--- src/rtl/tank_level_if.sv ---
// Sensor/operator inputs and valve/alarm outputs of the tank fill controller.
// master = sensor/operator side, slave = controller side.
interface tank_level_if #(
  parameter int NLEV = 3
);
  localparam int CW = $clog2(NLEV + 1);

  logic [NLEV-1:0] lvl;
  logic            ack;
  logic            ve;
  logic            al;
  logic [2:0]      al_code;
  logic [CW-1:0]   lvl_cnt;

  modport master (
    output lvl,
    output ack,
    input  ve,
    input  al,
    input  al_code,
    input  lvl_cnt
  );

  modport slave (
    input  lvl,
    input  ack,
    output ve,
    output al,
    output al_code,
    output lvl_cnt
  );
endinterface

--- src/rtl/tank_level_ctrl.sv ---
// Tank fill controller: sensor sync/debounce, level hysteresis valve FSM, alarms.
// Optional fill timeout is compiled in when TANK_FILL_TMO_EN is defined.
module tank_level_ctrl #(
  parameter int NLEV    = 3,
  parameter int DEB     = 4,
  parameter int ON_LVL  = 2,
  parameter int OFF_LVL = 3,
  parameter int LOW_AL  = 2,
  parameter int TMO     = 1000
) (
  input  logic        clk,
  input  logic        rst,
  tank_level_if.slave bus
);
  localparam int CW = $clog2(NLEV + 1);
  localparam int DW = $clog2(DEB + 1);
  localparam logic [CW-1:0] ON_C  = CW'(ON_LVL);
  localparam logic [CW-1:0] OFF_C = CW'(OFF_LVL);
  localparam logic [CW-1:0] LOW_C = CW'(LOW_AL);

  typedef enum logic [1:0] {
    IDLE  = 2'd0,
    FILL  = 2'd1,
    FAULT = 2'd2
  } state_t;

  if (NLEV < 2 || DEB < 1 || ON_LVL < 1 || ON_LVL > OFF_LVL || OFF_LVL > NLEV || TMO < 1)
  begin : g_param_chk
    $error("tank_level_ctrl: illegal parameter combination");
  end

  logic [NLEV-1:0] deb_vec;

  // Per-sensor 2-FF synchroniser followed by a stability counter.
  generate
    for (genvar gi = 0; gi < NLEV; gi++) begin : g_sensor
      logic          sync1_reg;
      logic          sync2_reg;
      logic          deb_reg;
      logic [DW-1:0] cnt_reg;

      always_ff @(posedge clk or posedge rst) begin
        if (rst) begin
          sync1_reg <= 1'b0;
          sync2_reg <= 1'b0;
          deb_reg   <= 1'b0;
          cnt_reg   <= '0;
        end else begin
          sync1_reg <= bus.lvl[gi];
          sync2_reg <= sync1_reg;
          if (sync2_reg == deb_reg) begin
            cnt_reg <= '0;
          end else if (cnt_reg == DW'(DEB - 1)) begin
            deb_reg <= sync2_reg;
            cnt_reg <= '0;
          end else begin
            cnt_reg <= cnt_reg + DW'(1);
          end
        end
      end

      assign deb_vec[gi] = deb_reg;
    end
  endgenerate

  logic            pat_valid;
  logic [CW-1:0]   pop_cnt;
  logic [CW-1:0]   lvl_cnt_reg;
  logic [CW-1:0]   lvl_cnt_next;
  logic            lvl_inc;

  // Thermometer code from the bottom is 2^k-1, so x & (x+1) must be zero.
  assign pat_valid = ((deb_vec & (deb_vec + NLEV'(1))) == '0);

  always_comb begin
    pop_cnt = '0;
    for (int i = 0; i < NLEV; i++) begin
      pop_cnt = pop_cnt + CW'(deb_vec[i]);
    end
  end

  assign lvl_cnt_next = pat_valid ? pop_cnt : lvl_cnt_reg;
  assign lvl_inc      = (lvl_cnt_next > lvl_cnt_reg);

  state_t     state_reg;
  state_t     state_next;
  logic [1:0] sticky_reg;
  logic [1:0] sticky_next;
  logic       tmo_hit;
  logic       low_reg;
  logic       low_next;
  logic       ve_reg;
  logic       al_reg;

`ifdef TANK_FILL_TMO_EN
  localparam int TW = $clog2(TMO + 1);
  logic [TW-1:0] tmo_reg;
  logic [TW-1:0] tmo_next;

  assign tmo_hit  = (state_reg == FILL) && !lvl_inc && (tmo_reg == TW'(TMO - 1));
  // Restart on entry, on any level rise, and whenever FILL is not being held.
  assign tmo_next = ((state_reg != FILL) || (state_next != FILL) || lvl_inc)
                    ? '0 : tmo_reg + TW'(1);

  always_ff @(posedge clk or posedge rst) begin
    if (rst) begin
      tmo_reg <= '0;
    end else begin
      tmo_reg <= tmo_next;
    end
  end
`else
  assign tmo_hit = 1'b0;
`endif

  always_comb begin
    state_next  = state_reg;
    sticky_next = sticky_reg;
    if (!pat_valid || tmo_hit) begin
      state_next = FAULT;
      if (!pat_valid) sticky_next[0] = 1'b1;
      if (tmo_hit)    sticky_next[1] = 1'b1;
    end else begin
      unique case (state_reg)
        IDLE: begin
          if (lvl_cnt_reg < ON_C) state_next = FILL;
        end
        FILL: begin
          if (lvl_cnt_reg >= OFF_C) state_next = IDLE;
        end
        FAULT: begin
          if (bus.ack) begin
            state_next  = IDLE;
            sticky_next = 2'b00;
          end
        end
        default: state_next = IDLE;
      endcase
    end
  end

  assign low_next = (lvl_cnt_reg < LOW_C);

  always_ff @(posedge clk or posedge rst) begin
    if (rst) begin
      state_reg   <= IDLE;
      sticky_reg  <= 2'b00;
      lvl_cnt_reg <= '0;
      low_reg     <= 1'b0;
      ve_reg      <= 1'b0;
      al_reg      <= 1'b0;
    end else begin
      state_reg   <= state_next;
      sticky_reg  <= sticky_next;
      lvl_cnt_reg <= lvl_cnt_next;
      low_reg     <= low_next;
      ve_reg      <= (state_next == FILL);
      al_reg      <= (state_next == FAULT) || low_next;
    end
  end

  assign bus.ve      = ve_reg;
  assign bus.al      = al_reg;
  assign bus.al_code = {low_reg, sticky_reg};
  assign bus.lvl_cnt = lvl_cnt_reg;

endmodule

--- src/flat_wrapper.sv ---
// flat-port wrapper written by rule: the top's interface ports become plain ports
module tank_level_ctrl_flat 
#(
  parameter int NLEV    = 3,
  parameter int DEB     = 4,
  parameter int ON_LVL  = 2,
  parameter int OFF_LVL = 3,
  parameter int LOW_AL  = 2,
  parameter int TMO     = 1000
)
  (clk, rst, bus_lvl, bus_ack, bus_ve, bus_al, bus_al_code, bus_lvl_cnt);
  tank_level_if #(.NLEV(NLEV)) bus_i ();
  input  logic clk;
  input  logic rst;
  input wire logic [$bits(bus_i.lvl)-1:0] bus_lvl;
  input wire logic [$bits(bus_i.ack)-1:0] bus_ack;
  output wire logic [$bits(bus_i.ve)-1:0] bus_ve;
  output wire logic [$bits(bus_i.al)-1:0] bus_al;
  output wire logic [$bits(bus_i.al_code)-1:0] bus_al_code;
  output wire logic [$bits(bus_i.lvl_cnt)-1:0] bus_lvl_cnt;
  assign bus_i.lvl = bus_lvl;
  assign bus_i.ack = bus_ack;
  assign bus_ve = bus_i.ve;
  assign bus_al = bus_i.al;
  assign bus_al_code = bus_i.al_code;
  assign bus_lvl_cnt = bus_i.lvl_cnt;
  tank_level_ctrl #(.NLEV(NLEV), .DEB(DEB), .ON_LVL(ON_LVL), .OFF_LVL(OFF_LVL), .LOW_AL(LOW_AL), .TMO(TMO)) u_core (.clk(clk), .rst(rst), .bus(bus_i));
endmodule
--- config.mk ---
export PLATFORM = sky130hd
export DESIGN_NAME = tank_level_ctrl_flat
export DESIGN_NICKNAME = d
export VERILOG_FILES = /design/src/rtl/tank_level_if.sv /design/src/rtl/tank_level_ctrl.sv /design/src/flat_wrapper.sv
export SDC_FILE = /design/constraint.sdc
export NUM_CORES = 1
export LEC_CHECK = 0
export CAP_MARGIN = 5
export CORE_MARGIN = 1.5
export CORE_UTILIZATION = 26
export DETAILED_ROUTE_END_ITERATION = 12
export PLACE_DENSITY_LB_ADDON = 0.3
export SLEW_MARGIN = 15
export SYNTH_ARGS = -nofsm -noshare
export SYNTH_HDL_FRONTEND = slang
export SYNTH_SLANG_ARGS = --single-unit
--- constraint.sdc ---
create_clock -name clk -period 3.4 [get_ports clk]
set_input_delay 0.51 -clock clk [delete_from_list [all_inputs] [get_ports clk]]
set_output_delay 0.51 -clock clk [all_outputs]
set_load 0.01 [all_outputs]
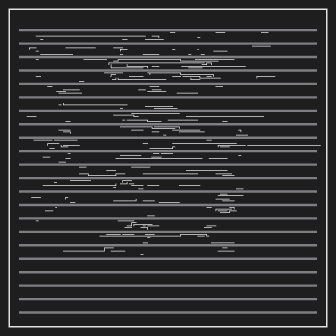
**Above:** run 1 (signal wires on met1).
Supply wires on this layer in grey.
share of all routed wire	47%
main direction	horizontal
nets with wire on the layer	80
met1 GRT Util: 8.864%
routed via count: 512

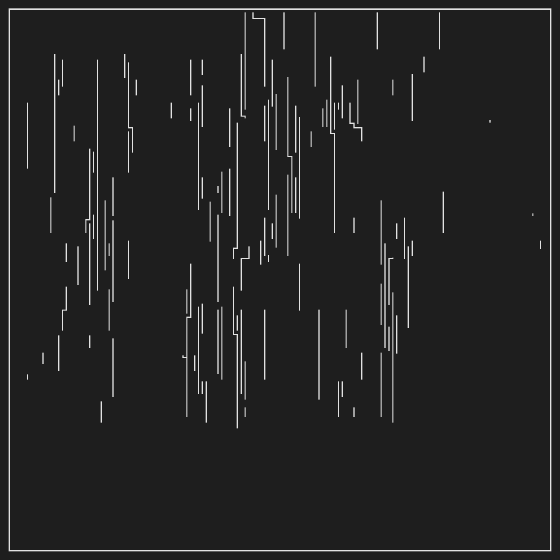
**Above:** run 1 (signal wires on met2).
wire length on this layer	664 µm
longest straight run	27.2 µm
main direction	vertical
nets with wire on the layer	83
share of all routed wire	50%
Total Wirelength: 1338 µm
met2 Use GR: 13.02%

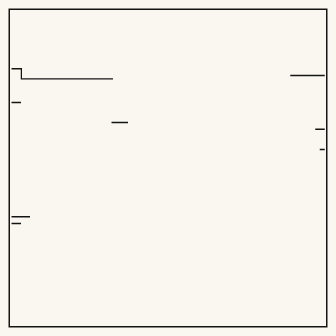
**Above:** run 1 (the metal 3 layer).
wire length on this layer	41.0 µm
main direction	horizontal
nets with wire on the layer	7
M3 GR Usage: 1.585%

==> impl_metrics.env, run 1 <==
# yosys + openroad results
export IMPL_layout_top_cell="dfrtp_1"
export IMPL_comb_power_uw=319
export IMPL_yosysMostFrequentCell="dfrtp_1"
export IMPL_path_buffers=1
export IMPL_finalNetCount=91
export IMPL_post_place_cells=122
export IMPL_comb_share_pct=24.19
export IMPL_cp_max_fo=4
export IMPL_cp_data_required_time_ns=2.89
export IMPL_placed_area_um2=1117
export IMPL_synth_edff_count=0
export IMPL_fillCellCount=345
export IMPL_pwr_share_clk_pct=16.8
export IMPL_power_density_nw_per_um2=825.2
export IMPL_power_switching_share_pct=29.91
export IMPL_utilization_pct=33.66
export IMPL_rows=21
export IMPL_grt_pass1_vias=554
export IMPL_regToRegStartpoint="u_core.g_sensor[1].deb_reg"
export IMPL_ys_area_um2=964.7
export IMPL_ys_cells=67
export IMPL_gr_total_overflow=0
export IMPL_ys_types=17
export IMPL_switchingPower_uw=285.9
export IMPL_drive_above_1_share_pct=11.39
export IMPL_die_y_um=63.91
export IMPL_postSynthSeqShare_pct=67.44
export IMPL_topCellsByArea="dfrtp_1 67%, mux2_2 5.8%, ha_1 3.9%"
export IMPL_endpoint="bus_lvl_cnt[1]"
export IMPL_clock_buffers=3
export IMPL_biggestCellCategory="sequential cells"
export IMPL_status="finished, final reports clean"
export IMPL_fin_crit_ns=1.732
export IMPL_grt_max_degree=27
export IMPL_cts_tree="done"
export IMPL_detail_route_wirelength_met1_um=624
export IMPL_powerSeq_uw=476
**Run 1: wiring heat map**

Bar = 20 µm. 13 x 13 tiles, from dark purple (low) to yellow (high), scaled to the fullest tile. Values are wire area over tile area, all layers added.
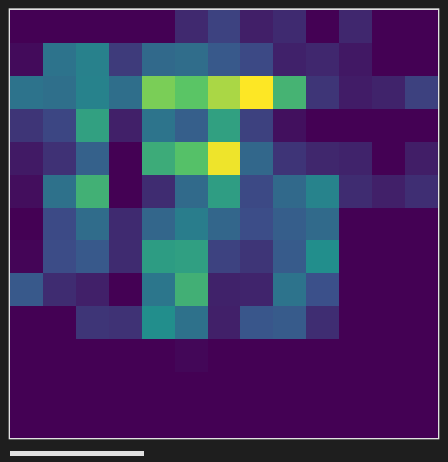

==> run 2: changes to the inputs <==
==> constraint.sdc (replaced) <==
create_clock -name clk -period 1.7 [get_ports clk]
set_input_delay 0.255 -clock clk [delete_from_list [all_inputs] [get_ports clk]]
set_output_delay 0.255 -clock clk [all_outputs]
set_load 0.01 [all_outputs]
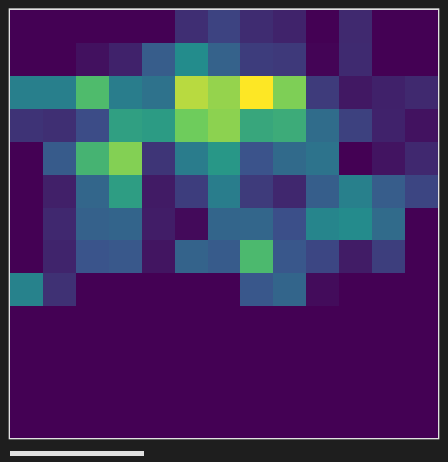
**Above:** run 2 (wiring heat map).
Bar = 20 µm. 13 x 13 tiles, from dark purple (low) to yellow (high), scaled to the fullest tile. Values are wire area over tile area, all layers added.
emptiest ninth of the die	lower right
densest ninth of the die	top centre
fullest tile	0.28
routed via count: 495
Total Wirelength: 1191 µm

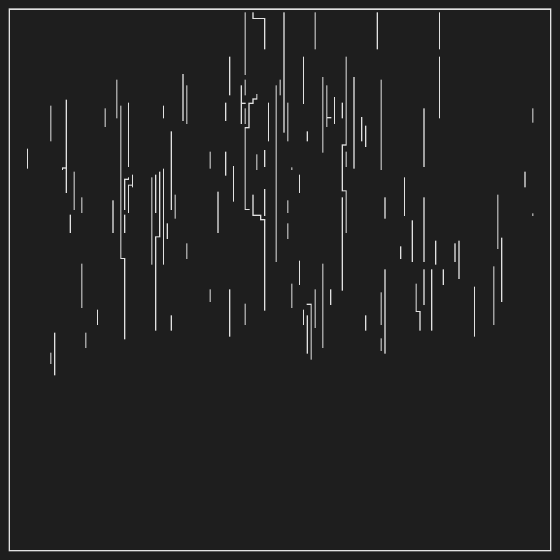
**Above:** run 2 (signal wires on met2).
nets with wire on the layer	80
wire length on this layer	551 µm
share of all routed wire	46%
main direction	vertical
longest straight run	20.7 µm
met2 Use GR: 10.55%

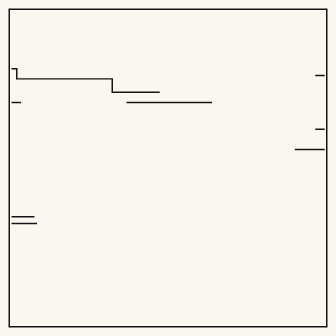
**Above:** run 2 (the metal 3 layer).
wire length on this layer	71.3 µm
share of all routed wire	6.0%
nets with wire on the layer	8
longest straight run	19.3 µm
M3 GR Usage: 3.697%

==> run 2 against run 1 <==
  * Non-clock buffer count is 1 higher
  * Critical path depth stayed put
  * Total power is 100% higher
  * Register-to-register slack worse by 1.7 ns
  * Synthesized cell count stayed put
  * Die size stayed put
  * Utilization is 0.62 points higher
  * Largest cell class unchanged
==> impl_metrics.env, run 2 <==
# yosys + openroad results
export IMPL_detail_route_wirelength_met1_um=569
export IMPL_status="finished, final reports clean"
export IMPL_postSynthSeqShare_pct=67.44
export IMPL_utilization_pct=34.28
export IMPL_wl_per_cell_um=9.378
export IMPL_biggestCellCategory="sequential cells"
export IMPL_power_switching_share_pct=28.77
export IMPL_ys_types=17
export IMPL_path_buffers=1
export IMPL_pwr_share_clk_pct=19.3
export IMPL_rows=21
export IMPL_clock_buffers=4
export IMPL_drive_above_1_share_pct=13.58
export IMPL_topCellsByArea="dfrtp_1 67%, mux2_2 5.8%, ha_1 3.9%"
export IMPL_layout_top_cell="dfrtp_1"
export IMPL_cts_tree="done"
export IMPL_placed_area_um2=1125
export IMPL_yosysMostFrequentCell="dfrtp_1"
export IMPL_synth_edff_count=0
export IMPL_power_density_nw_per_um2=1651
export IMPL_finalNetCount=92
export IMPL_endpoint="bus_lvl_cnt[1]"
export IMPL_grt_use_met1_pct=8.750
export IMPL_comb_power_uw=623
export IMPL_gr_total_overflow=0
export IMPL_comb_share_pct=23.75
export IMPL_cp_data_required_time_ns=1.44
export IMPL_powerSeq_uw=948
export IMPL_post_place_cells=123
export IMPL_grt_max_degree=27
export IMPL_regToRegStartpoint="u_core.g_sensor[1].deb_reg"
export IMPL_fin_crit_ns=1.463
export IMPL_switchingPower_uw=560.4
**Run 2: clock nets**

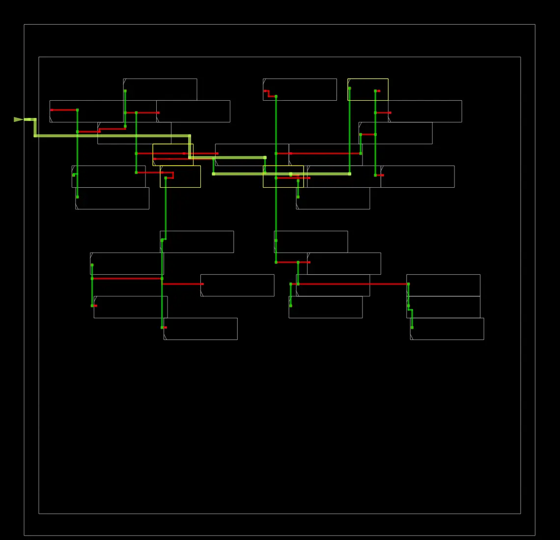

==> run 3: changes to the inputs <==
--- a/config.mk
+++ b/config.mk
@@ -6,10 +6,9 @@
 export NUM_CORES = 1
 export LEC_CHECK = 0
 export CAP_MARGIN = 5
-export CORE_MARGIN = 1.5
 export CORE_UTILIZATION = 26
 export DETAILED_ROUTE_END_ITERATION = 12
-export PLACE_DENSITY_LB_ADDON = 0.3
+export PLACE_DENSITY = 0.55
 export SLEW_MARGIN = 15
 export SYNTH_ARGS = -nofsm -noshare
 export SYNTH_HDL_FRONTEND = slang
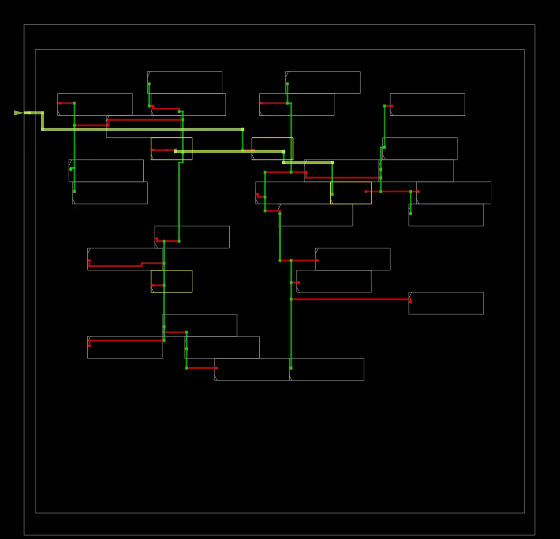
**Above:** run 3 (clock nets).
TritonCTS Sinks: 26
Worst-Skew Late Latency: 0.26 ns
Flop Count: 26
CLK BUF: 4

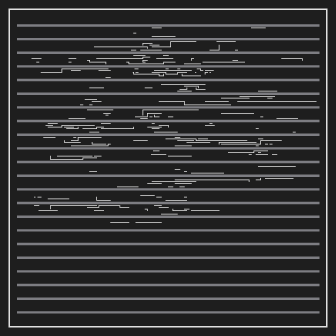
**Above:** run 3 (signal wires on met1).
Supply wires on this layer in grey.
nets with wire on the layer	81
share of all routed wire	47%
wire length on this layer	569 µm
main direction	horizontal
longest straight run	15.6 µm
met1 GRT Util: 8.459%
Total Wirelength: 1204 µm
routed via count: 509

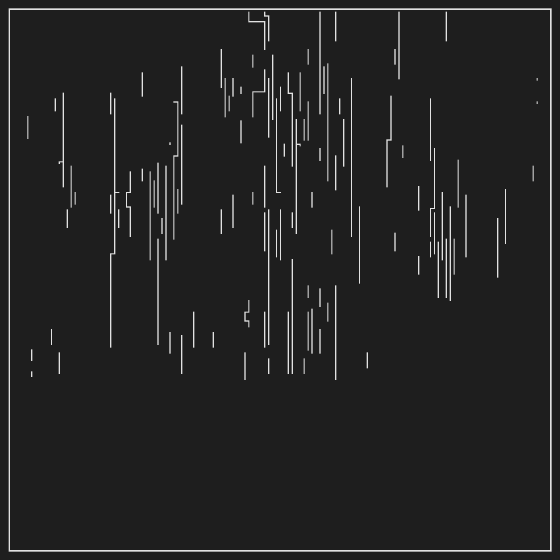
**Above:** run 3 (signal wires on met2).
longest straight run	18.4 µm
share of all routed wire	48%
wire length on this layer	575 µm
nets with wire on the layer	81
main direction	vertical
met2 Use GR: 12.63%

==> run 3 against run 2 <==
  * Register-to-register slack about the same
  * Die size decreased by 3.1%
  * Count of clock-buffer cells in the layout unchanged
  * First-iteration DRC count decreased by 27%
  * Clock power increased by 1%
  * Routed wire length increased by 1.1%
  * Critical path type unchanged
  * Final cell count unchanged
  * Largest cell class unchanged
  * Utilization unchanged
  * Highest routed layer unchanged
==> impl_metrics.env, run 3 <==
# yosys + openroad results
export IMPL_finalNetCount=92
export IMPL_detail_route_wirelength_met1_um=569
export IMPL_switchingPower_uw=570.9
export IMPL_gr_total_overflow=0
export IMPL_endpoint="bus_lvl_cnt[1]"
export IMPL_drive_above_1_share_pct=13.58
export IMPL_fillCellCount=330
export IMPL_powerSeq_uw=951
export IMPL_p_int_uw=1387
export IMPL_ys_types=17
export IMPL_grt_pass1_vias=535
export IMPL_cp_data_required_time_ns=1.44
export IMPL_biggestCellCategory="sequential cells"
export IMPL_ys_cells=67
export IMPL_largest_register_ffs=9
export IMPL_power_density_nw_per_um2=1660
export IMPL_ys_area_um2=964.7
export IMPL_comb_power_uw=626
export IMPL_rows=21
export IMPL_placed_area_um2=1125
export IMPL_power_switching_share_pct=29.15
export IMPL_yosysMostFrequentCell="dfrtp_1"
export IMPL_fin_crit_ns=1.470
export IMPL_post_cts_buffers=0
export IMPL_use_met3_pct=3.832
export IMPL_status="finished, final reports clean"
export IMPL_postSynthSeqShare_pct=67.44
export IMPL_post_place_cells=123
export IMPL_pwr_share_clk_pct=19.5
export IMPL_path_buffers=1
export IMPL_synth_edff_count=0
export IMPL_core_util_floorplan_pct=28.03
export IMPL_die_y_um=62.91
export IMPL_layout_top_cell="dfrtp_1"
export IMPL_wl_per_cell_um=9.480
export IMPL_cp_max_fo=4
export IMPL_crit_path_end_kind="primary output"
No activity file was given, so power comes from the tool's default toggle rates.
